## config.mk

```make
export PLATFORM = sky130hd
export DESIGN_NAME = pdm_stereo_modulator
export DESIGN_NICKNAME = d
export VERILOG_FILES = /design/src/rtl/pdm_stereo_modulator_pkg.sv /design/src/rtl/pdm_stereo_modulator_dsm2.sv /design/src/rtl/pdm_stereo_modulator.sv
export SDC_FILE = /design/constraint.sdc
export NUM_CORES = 1
export LEC_CHECK = 0
export CAP_MARGIN = 20
export CORE_MARGIN = 8
export CORE_UTILIZATION = 35
export DETAILED_ROUTE_END_ITERATION = 10
export GPL_TIMING_DRIVEN = 0
export PLACE_DENSITY_LB_ADDON = 0.2
export SYNTH_ARGS = -nofsm -noshare
export SYNTH_HDL_FRONTEND = slang
export SYNTH_SLANG_ARGS = --single-unit
```

## constraint.sdc

```tcl
create_clock -name clk48m -period 22.4 [get_ports clk48m]
set_input_delay 2.24 -clock clk48m [delete_from_list [all_inputs] [get_ports clk48m]]
set_output_delay 2.24 -clock clk48m [all_outputs]
set_load 0.05 [all_outputs]
```

## src/rtl/pdm_stereo_modulator_pkg.sv

```systemverilog
// Shared audio definitions for the stereo PDM modulator.
//   PCM_W / I1_W / I2_W : sample and integrator widths (two's complement)
//   FB_MAG              : feedback magnitude, +/- full scale of a PCM sample
//   saturate()          : clamp a wide signed sum to an n-bit signed range
//   scale_7_8()         : 7/8 full-scale input attenuation for loop stability
package pdm_stereo_modulator_pkg;

    localparam int PCM_W    = 16;
    localparam int I1_W     = 20;
    localparam int I2_W     = 24;
    localparam int FB_MAG   = 32768;
    localparam int SAT_IN_W = I2_W + 2;

    typedef logic signed [PCM_W-1:0] pcm_t;

    typedef struct packed {
        pcm_t left;
        pcm_t right;
    } pcm_pair_t;

    // Result stays SAT_IN_W wide; callers truncate to n bits, which is
    // lossless because the value is already inside the n-bit range.
    function automatic logic signed [SAT_IN_W-1:0] saturate(
        input logic signed [SAT_IN_W-1:0] v,
        input int unsigned                n
    );
        logic signed [SAT_IN_W-1:0] hi;
        logic signed [SAT_IN_W-1:0] lo;
        hi = (SAT_IN_W'(1) <<< (n - 1)) - SAT_IN_W'(1);
        lo = ~hi;
        if (v > hi) begin
            return hi;
        end else if (v < lo) begin
            return lo;
        end
        return v;
    endfunction

    // s - s/8 cannot overflow 16 bits: range is [-28672, 28672].
    function automatic pcm_t scale_7_8(input pcm_t s);
        return s - (s >>> 3);
    endfunction

endpackage

```

## src/rtl/pdm_stereo_modulator_dsm2.sv

```systemverilog
// Single-channel second-order delta-sigma modulator.
//   clk48m   : system clock
//   rst_n    : synchronous active-low reset
//   bit_tick : advance the loop by one PDM bit
//   x        : scaled signed input sample (0 when muted)
//   pdm      : registered 1-bit output, updated on bit_tick
module pdm_dsm2
    import pdm_stereo_modulator_pkg::*;
(
    input  logic             clk48m,
    input  logic             rst_n,
    input  logic             bit_tick,
    input  logic signed [PCM_W-1:0] x,
    output logic             pdm
);

    localparam logic signed [PCM_W+1:0] FB_POS = (PCM_W+2)'(FB_MAG);
    localparam logic signed [PCM_W+1:0] FB_NEG = -FB_POS;

    logic signed [I1_W-1:0]     i1;
    logic signed [I2_W-1:0]     i2;
    logic                       y;
    logic signed [PCM_W+1:0]    fb;
    logic signed [I1_W+1:0]     sum1;
    logic signed [I2_W+1:0]     sum2;
    logic signed [SAT_IN_W-1:0] sat1;
    logic signed [SAT_IN_W-1:0] sat2;

    always_comb begin
        y    = ~i2[I2_W-1];
        fb   = y ? FB_POS : FB_NEG;
        sum1 = (I1_W+2)'(i1) + (I1_W+2)'(x) - (I1_W+2)'(fb);
        // Second integrator consumes the pre-update value of i1.
        sum2 = (I2_W+2)'(i2) + (I2_W+2)'(i1) - (I2_W+2)'(fb);
        sat1 = saturate(SAT_IN_W'(sum1), I1_W);
        sat2 = saturate(SAT_IN_W'(sum2), I2_W);
    end

    always_ff @(posedge clk48m) begin
        if (!rst_n) begin
            i1  <= '0;
            i2  <= '0;
            pdm <= 1'b0;
        end else if (bit_tick) begin
            i1  <= I1_W'(sat1);
            i2  <= I2_W'(sat2);
            pdm <= y;
        end
    end

endmodule

```

## src/rtl/pdm_stereo_modulator.sv

```systemverilog
// Stereo second-order PDM modulator: bit/sample tick generation, one-deep
// sample holding register with valid/ready handshake, and two lockstep
// single-channel modulators.
//   clk48m      : system clock
//   rst_n       : synchronous active-low reset
//   s_left      : signed left PCM sample
//   s_right     : signed right PCM sample
//   s_valid     : sample pair valid
//   s_ready     : holding register empty
//   mute        : force modulator input to zero
//   pdm_l/pdm_r : PDM output bits
//   sample_tick : pulse at each sample boundary
//   underrun    : pulse when a sample boundary finds the holding register empty
module pdm_stereo_modulator
    import pdm_stereo_modulator_pkg::*;
#(
    parameter int unsigned CLK_DIV = 16,
    parameter int unsigned OSR     = 64
) (
    input  logic                    clk48m,
    input  logic                    rst_n,
    input  logic signed [PCM_W-1:0] s_left,
    input  logic signed [PCM_W-1:0] s_right,
    input  logic                    s_valid,
    output logic                    s_ready,
    input  logic                    mute,
    output logic                    pdm_l,
    output logic                    pdm_r,
    output logic                    sample_tick,
    output logic                    underrun
);

    localparam int BIT_W = (CLK_DIV > 1) ? $clog2(CLK_DIV) : 1;
    localparam int SMP_W = (OSR > 1) ? $clog2(OSR) : 1;

    logic [BIT_W-1:0] bit_cnt;
    logic [SMP_W-1:0] smp_cnt;
    logic             bit_tick;
    logic             hold_full;
    logic             transfer;
    pcm_pair_t        hold;
    pcm_pair_t        active;
    pcm_pair_t        cur;
    pcm_t             x_l;
    pcm_t             x_r;

    always_comb begin
        bit_tick    = (bit_cnt == BIT_W'(CLK_DIV - 1));
        sample_tick = bit_tick && (smp_cnt == SMP_W'(OSR - 1));
        underrun    = sample_tick && !hold_full;
        s_ready     = !hold_full;
        transfer    = s_valid && !hold_full;
        // A sample promoted at this boundary already feeds this bit's update.
        cur         = (sample_tick && hold_full) ? hold : active;
        x_l         = mute ? '0 : scale_7_8(cur.left);
        x_r         = mute ? '0 : scale_7_8(cur.right);
    end

    always_ff @(posedge clk48m) begin
        if (!rst_n) begin
            bit_cnt   <= '0;
            smp_cnt   <= '0;
            hold_full <= 1'b0;
            hold      <= '0;
            active    <= '0;
        end else begin
            bit_cnt <= bit_tick ? '0 : bit_cnt + BIT_W'(1);
            if (bit_tick) begin
                smp_cnt <= (smp_cnt == SMP_W'(OSR - 1)) ? '0 : smp_cnt + SMP_W'(1);
            end
            if (sample_tick && hold_full) begin
                active    <= hold;
                hold_full <= 1'b0;
            end
            // transfer requires an empty hold, so it never collides with
            // the promotion above.
            if (transfer) begin
                hold      <= '{left: s_left, right: s_right};
                hold_full <= 1'b1;
            end
        end
    end

    pdm_dsm2 u_dsm_l (
        .clk48m   (clk48m),
        .rst_n    (rst_n),
        .bit_tick (bit_tick),
        .x        (x_l),
        .pdm      (pdm_l)
    );

    pdm_dsm2 u_dsm_r (
        .clk48m   (clk48m),
        .rst_n    (rst_n),
        .bit_tick (bit_tick),
        .x        (x_r),
        .pdm      (pdm_r)
    );

endmodule

```

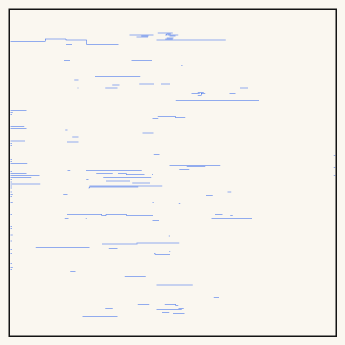
(run_1/layer_met3.png)
(1.5 px per um)
main direction: horizontal
wire length on this layer: 1120 um
share of all routed wire: 3.1%
routed wire length: 35500 um
global routing usage on met3: 1.69%

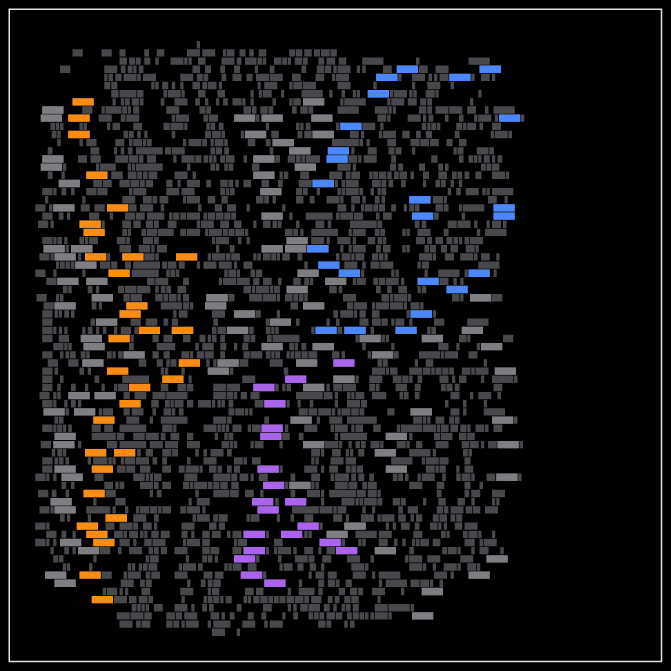
(run_1/flops_by_reg.png)
(3 px per um)
legend:
  purple:
    signal: `u_dsm_l.i1`
    placed_flops: 20
    where: bottom middle
  orange:
    signal: `active`
    placed_flops: 32
  blue:
    signal: `u_dsm_r.i2`
    placed_flops: 24
share of the core filled with cells in the final layout: 39.4%
sequential portion of the cell area: 21.0%
total sequential power: 0.000301 W

==> impl_metrics.ini, run 1 <==
; physical design summary
[sta]
setup_repair_after_global_routing_missed_its_margin = no
max_slew.worst_pin.slew_ps = 923
totalNegativeSetupSlack_ps = 0
post-route-min-period_ps = 8460
timing.final.crit_share_pct = 37.8
max_freq_mhz = 118
finalHoldViolCount = 0
worst_slew_margin_rel_pct = 38.4

[clocking]
number_of_resized_instances_in_the_post_cts_repair_step = 0
cts-htree-levels = 4
max-clock-path-buffers = 2
cts_inserted_buffers = 17
tritoncts = built
post_cts.repair.setup_buffers = 0
ctsRootBufferMaster = sky130_fd_sc_hd__clkbuf_16

[place]
pre_cts_ws_ps = 13900
numPortBuffers = 40
dpl.hpwl_um = 28400

[floorplan]
floorplanUtilization_pct = 35.5
chipHeight_um = 217
top_level_ports = 41
die-area_um2 = 47100

[job]
number_of_warnings_in_the_stage_logs = 26

[grt]
grt_overflow = 0
antenna_found_initial = 0
grt_pass1_vias = 11926
grt_pass1_wl_um = 59800

[synthesis]
synthesis.instances = 1796
ys_cells = 1796
synth.top_cell.area_share_pct = 23.4
simple_gate_area_share_pct = 15.8
yosys.area_share.aoi_pct = 22.1
post_synth_mux_area_share_pct = 3.12
synth.cellmix.adderShare_pct = 19.2

[power_and_ir_drop]
power.internal_w = 0.000455
seq_power_share_pct = 49.8
total_power_w = 0.000604

[status]
outcome = finished clean

[setup_path]
timing.critical_path.arrival_ps = 8750
crit_path_top_delay_cell = sky130_fd_sc_hd__clkbuf_1
criticalPathCategory = flip-flop to flip-flop
end_kind = flip-flop
worst_path_dominant_cell_family = AND-OR/OR-AND gates
worstSetupStartpointType = flip-flop
cp_num_buf_inv = 6

[routing]
drc_errors = 0
drtPass1Iterations = 5
post_drt_wl_per_cell_um = 14.9
vias = 12065

[cells_and_area]
layout.cells.non_filler = 2390
multiInputGateArea_um2 = 9450
drive_gt1_share_pct = 4.99
nNetsFinal = 2092
seq_area_um2 = 3300
layout.filler_cells = 4234
final_cell_mix = sky130_fd_sc_hd__inv_1 (290), sky130_fd_sc_hd__ha_1 (177), sky130_fd_sc_hd__nand2_1 (176)

[worst_hold_path]
holdCritPathClass = flip-flop to flip-flop
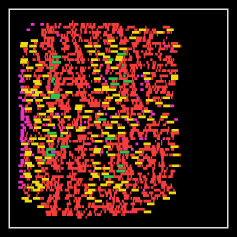
(run_1/placement_by_type.png)
(1 px per um)
legend:
  green:
    class: clock drivers and dummy loads
    cells: 29
    share_of_their_area: 3.4%
  yellow:
    class: sequential cells
    cells: 165
    share_of_their_area: 22%
  magenta:
    class: remaining buffers and delay cells
    cells: 106
    share_of_their_area: 4.6%
  red:
    class: combinational and other logic
    cells: 1565
    share_of_their_area: 70%
final design instance area without fill: 15700 um^2
cell row count: 73
area of the placeable core: 39800 um^2

## run 1: sequential cells by signal (all words and copies together), names as in the netlist
name         count
u_dsm_l.i2      24
u_dsm_l.pdm      1
u_dsm_r.pdm      1
hold            32
u_dsm_l.i1      20
u_dsm_r.i2      24
smp_cnt          6
u_dsm_r.i1      20
hold_full        1
bit_cnt          4
active          32
## run 1: layer usage
| metal | track usage [%] | wire [um] | up-vias |
|---|---|---|---|
| met3 | 1.69 | 1120 | 31 |
| met5 | 0 | 0 | - |
| met4 | 3.90 | 524 | 0 |
| met2 | 25.1 | 16100 | 180 |
| met1 | 20.9 | 17800 | 5550 |
| li1 | - | - | 6304 |
## run 1: worst min-delay path: stages, from the launching register on
cell	delay, ps
sky130_fd_sc_hd__dfxtp_1	310
sky130_fd_sc_hd__nand2_1	50
sky130_fd_sc_hd__a21oi_1	50
## run 1: worst paths after layout
path	slack, ps	depth (start not counted)	endpoint	from
min reg2reg	460	2	hold[1]	hold[1]
max reg2reg	13940	30	u_dsm_l.i1[13]	bit_cnt[0]
max	13940	30	u_dsm_l.i1[13]	bit_cnt[0]
min	460	2	hold[1]	hold[1]
## run 1: power by group through the flow
stage	clock [W]	sequential, W	combinational (W)
2_1_floorplan	0	0.000306	0.0000158
3_3_place_gp	0	0.000307	0.0000287
3_5_place_dp	0	0.000307	0.0000289
4_1_cts	0.000279	0.000301	0.0000291
5_1_grt	0.000292	0.000301	0.0000320
6_report	0.000275	0.000301	0.0000285
## run 1: area by class of cell
cell class | instances | share of cell area, %
plain buffers | 66 | 1.86
clock buffers | 21 | 2.93
clock inverters | 8 | 0.351
inverters | 290 | 6.93
multi-input cells | 1275 | 60.2
flip-flops and latches | 165 | 21.0
well taps | 525 | 4.18
repair buffers | 40 | 2.55
==> run 2, diff against run 1 <==
- clock period: 22.4 -> 6.85 ns (I/O delays scaled with it)
==> impl_metrics.ini, run 2 <==
; physical design summary
[synthesis]
simple_gate_area_share_pct = 15.8
ys_cells = 1796
syn-cell-area_um2 = 14100
top_cells_by_count = sky130_fd_sc_hd__inv_1 (290), sky130_fd_sc_hd__ha_1 (177), sky130_fd_sc_hd__nand2_1 (176)
top_cells_by_area = sky130_fd_sc_hd__dfxtp_1 (23%), sky130_fd_sc_hd__ha_1 (16%), sky130_fd_sc_hd__inv_1 (7.7%)
post_synth_mux_area_share_pct = 3.12
most_common_cell = sky130_fd_sc_hd__inv_1
postSynthNetCount = 2033
synth.cellmix.adderShare_pct = 19.2
synthesis.instances = 1796
synth.top_cell.area_share_pct = 23.4
yosys.area_share.aoi_pct = 22.1

[cells_and_area]
final_cell_mix = sky130_fd_sc_hd__inv_1 (289), sky130_fd_sc_hd__nand2_1 (176), sky130_fd_sc_hd__ha_1 (170)
drive_gt1_share_pct = 8.39
nNetsFinal = 2119
top_regs = active: 32 flops, hold: 32 flops
num_antenna_cells = 0

[setup_path]
worstRegToRegCells = 33
r2r_setup_slack_ps = 240
reg2reg_to = u_dsm_r.i1[3]
setup.worst_path.start = bit_cnt[0]
critical_path.most_common_cell = sky130_fd_sc_hd__a21o_1
reg2reg_launch_point = bit_cnt[0]
end_kind = flip-flop
worstSetupStartpointType = flip-flop
timing.critical_path.arrival_ps = 6920
critical-path-max-stage-delay_ps = 440
criticalPathCategory = flip-flop to flip-flop
crit_path_top_delay_cell = sky130_fd_sc_hd__or4_4
crit_path_end = u_dsm_r.i1[3]

[grt]
grt_pass1_wl_um = 60700
grt_pass1_vias = 12045
grt_overflow = 0
antenna_found_initial = 0

[sta]
max_slew.worst_pin.slew_ps = 922
max_slew_violations = 0
clock-skew-final_ps = 9.95
worst_slew_margin_rel_pct = 38.5
timing.final.crit_share_pct = 96.4
post-route-min-period_ps = 6610
setup_repair_after_global_routing_missed_its_margin = no
finalHoldViolCount = 0
max_freq_mhz = 151

[power_and_ir_drop]
powerDensity_nw_per_um2 = 127

[routing]
routed.top_layer = met4
vias = 12302
drc_errors = 0
dr_wl_met2_um = 16900
routed_length_on_met1_um = 18400
drt_wl_total_um = 36800
drtPass1Iterations = 5
post_drt_wl_per_cell_um = 15.2
dr_wl_met3_um = 1010

[floorplan]
chipHeight_um = 217
floorplanUtilization_pct = 35.5
std_cell_rows = 73
core_area_um2 = 39800
die-area_um2 = 47100
top_level_ports = 41

[clocking]
cts-htree-levels = 4
max-clock-path-buffers = 2
cts_inserted_buffers = 17
cts.clk_slew.worst_paths_ps = 70
ctsRootBufferMaster = sky130_fd_sc_hd__clkbuf_16
tritoncts = built

[worst_hold_path]
whs_endpoint = hold[11]
worst_hold_startpoint = hold[11]
worst_hold_path.num_cells = 2
holdCritPathClass = flip-flop to flip-flop

[status]
outcome = finished clean

[job]
number_of_warnings_in_the_stage_logs = 26

[place]
numPortBuffers = 40
placedInstanceArea_um2 = 15200
dpl.hpwl_um = 28400
pre_cts_ws_ps = -1250
[run 2: cell counts after synthesis]
No cell type changed its count.
[run 2: per-stage QoR]
stage	hold WS [ps]	utilization [%]	total power, W	instances	setup TNS (ps)
after CTS	459	40.5	0.00210	2412	0
after detailed placement	449	38.2	0.00110	2361	-40600
after floorplan	434	-	0.00105	1796	0
after global routing	476	41.1	0.00215	2420	0
after global placement	445	38.2	0.00110	2361	-37740
final	458	41.1	0.00208	2420	0
[run 2: repair_timing]
item                       4_1_cts  5_1_grt
resized                         37       35
setup endpoints to repair       40       39
pin swaps                       11       17
hold buffers                     0        0
buffers inserted                17        8
gates cloned                     2        1
[run 2: per-layer routing]
| layer | track usage [%] | vias to the layer above |
|---|---|---|
| li1 | - | 6363 |
| met1 | 21.1 | 5710 |
| met2 | 25.7 | 205 |
| met3 | 1.87 | 24 |
| met4 | 3.94 | 0 |
| met5 | 0 | - |
[run 2: power breakdown]
| part | internal, W | leakage (nW) | switching, W | total, W |
|---|---|---|---|---|
| sequential | 0.000972 | 1.34 | 0.0000116 | 0.000983 |
| clock | 0.000555 | 0.288 | 0.000446 | 0.00100 |
| combinational | 0.0000426 | 5.82 | 0.0000550 | 0.0000976 |
[run 2: final cells by class]
class,instances,area [um^2]
Fill cell,4172,23500
Multi-Input combinational cell,1275,9740
Sequential cell,165,3310
Inverter,290,1090
Tap cell,525,657
Timing Repair Buffer,68,627
Clock buffer,20,447
Buffer,65,339
Clock inverter,12,141
[run 2: worst max-delay path, delay by kind of cell (launching register included)]
family,cells,cell delay [ps]
fa+ha+maj,5,1320
compound gates,15,2370
buf+inv,6,800
flops,1,360
simple gates,5,1030
mux,2,610
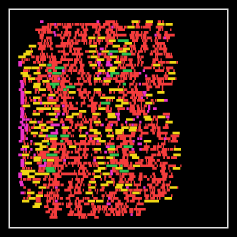
(run_2/placement_by_type.png)
(1 px per um)
legend:
  yellow:
    class: sequential cells
    cells: 165
    share_of_their_area: 21%
  red:
    class: combinational and other logic
    cells: 1565
    share_of_their_area: 69%
  green:
    class: clock drivers and dummy loads
    cells: 32
    share_of_their_area: 3.7%
  magenta:
    class: remaining buffers and delay cells
    cells: 133
    share_of_their_area: 6.2%
sequential portion of the cell area: 20.3%
final design instance area without fill: 16300 um^2
share of the core filled with cells in the final layout: 41.1%

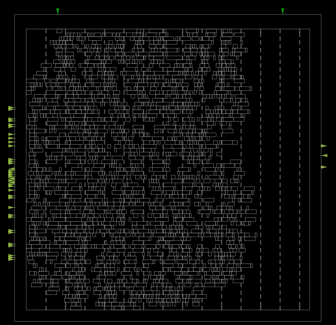
(run_2/placement.png)
tap cell instance count: 525
number of standard cells in the layout, taps in and fillers out: 2420
filler instances: 4172
total number of sequential cells: 165

Power figures rest on the tool's default switching activity, not on a simulated workload.
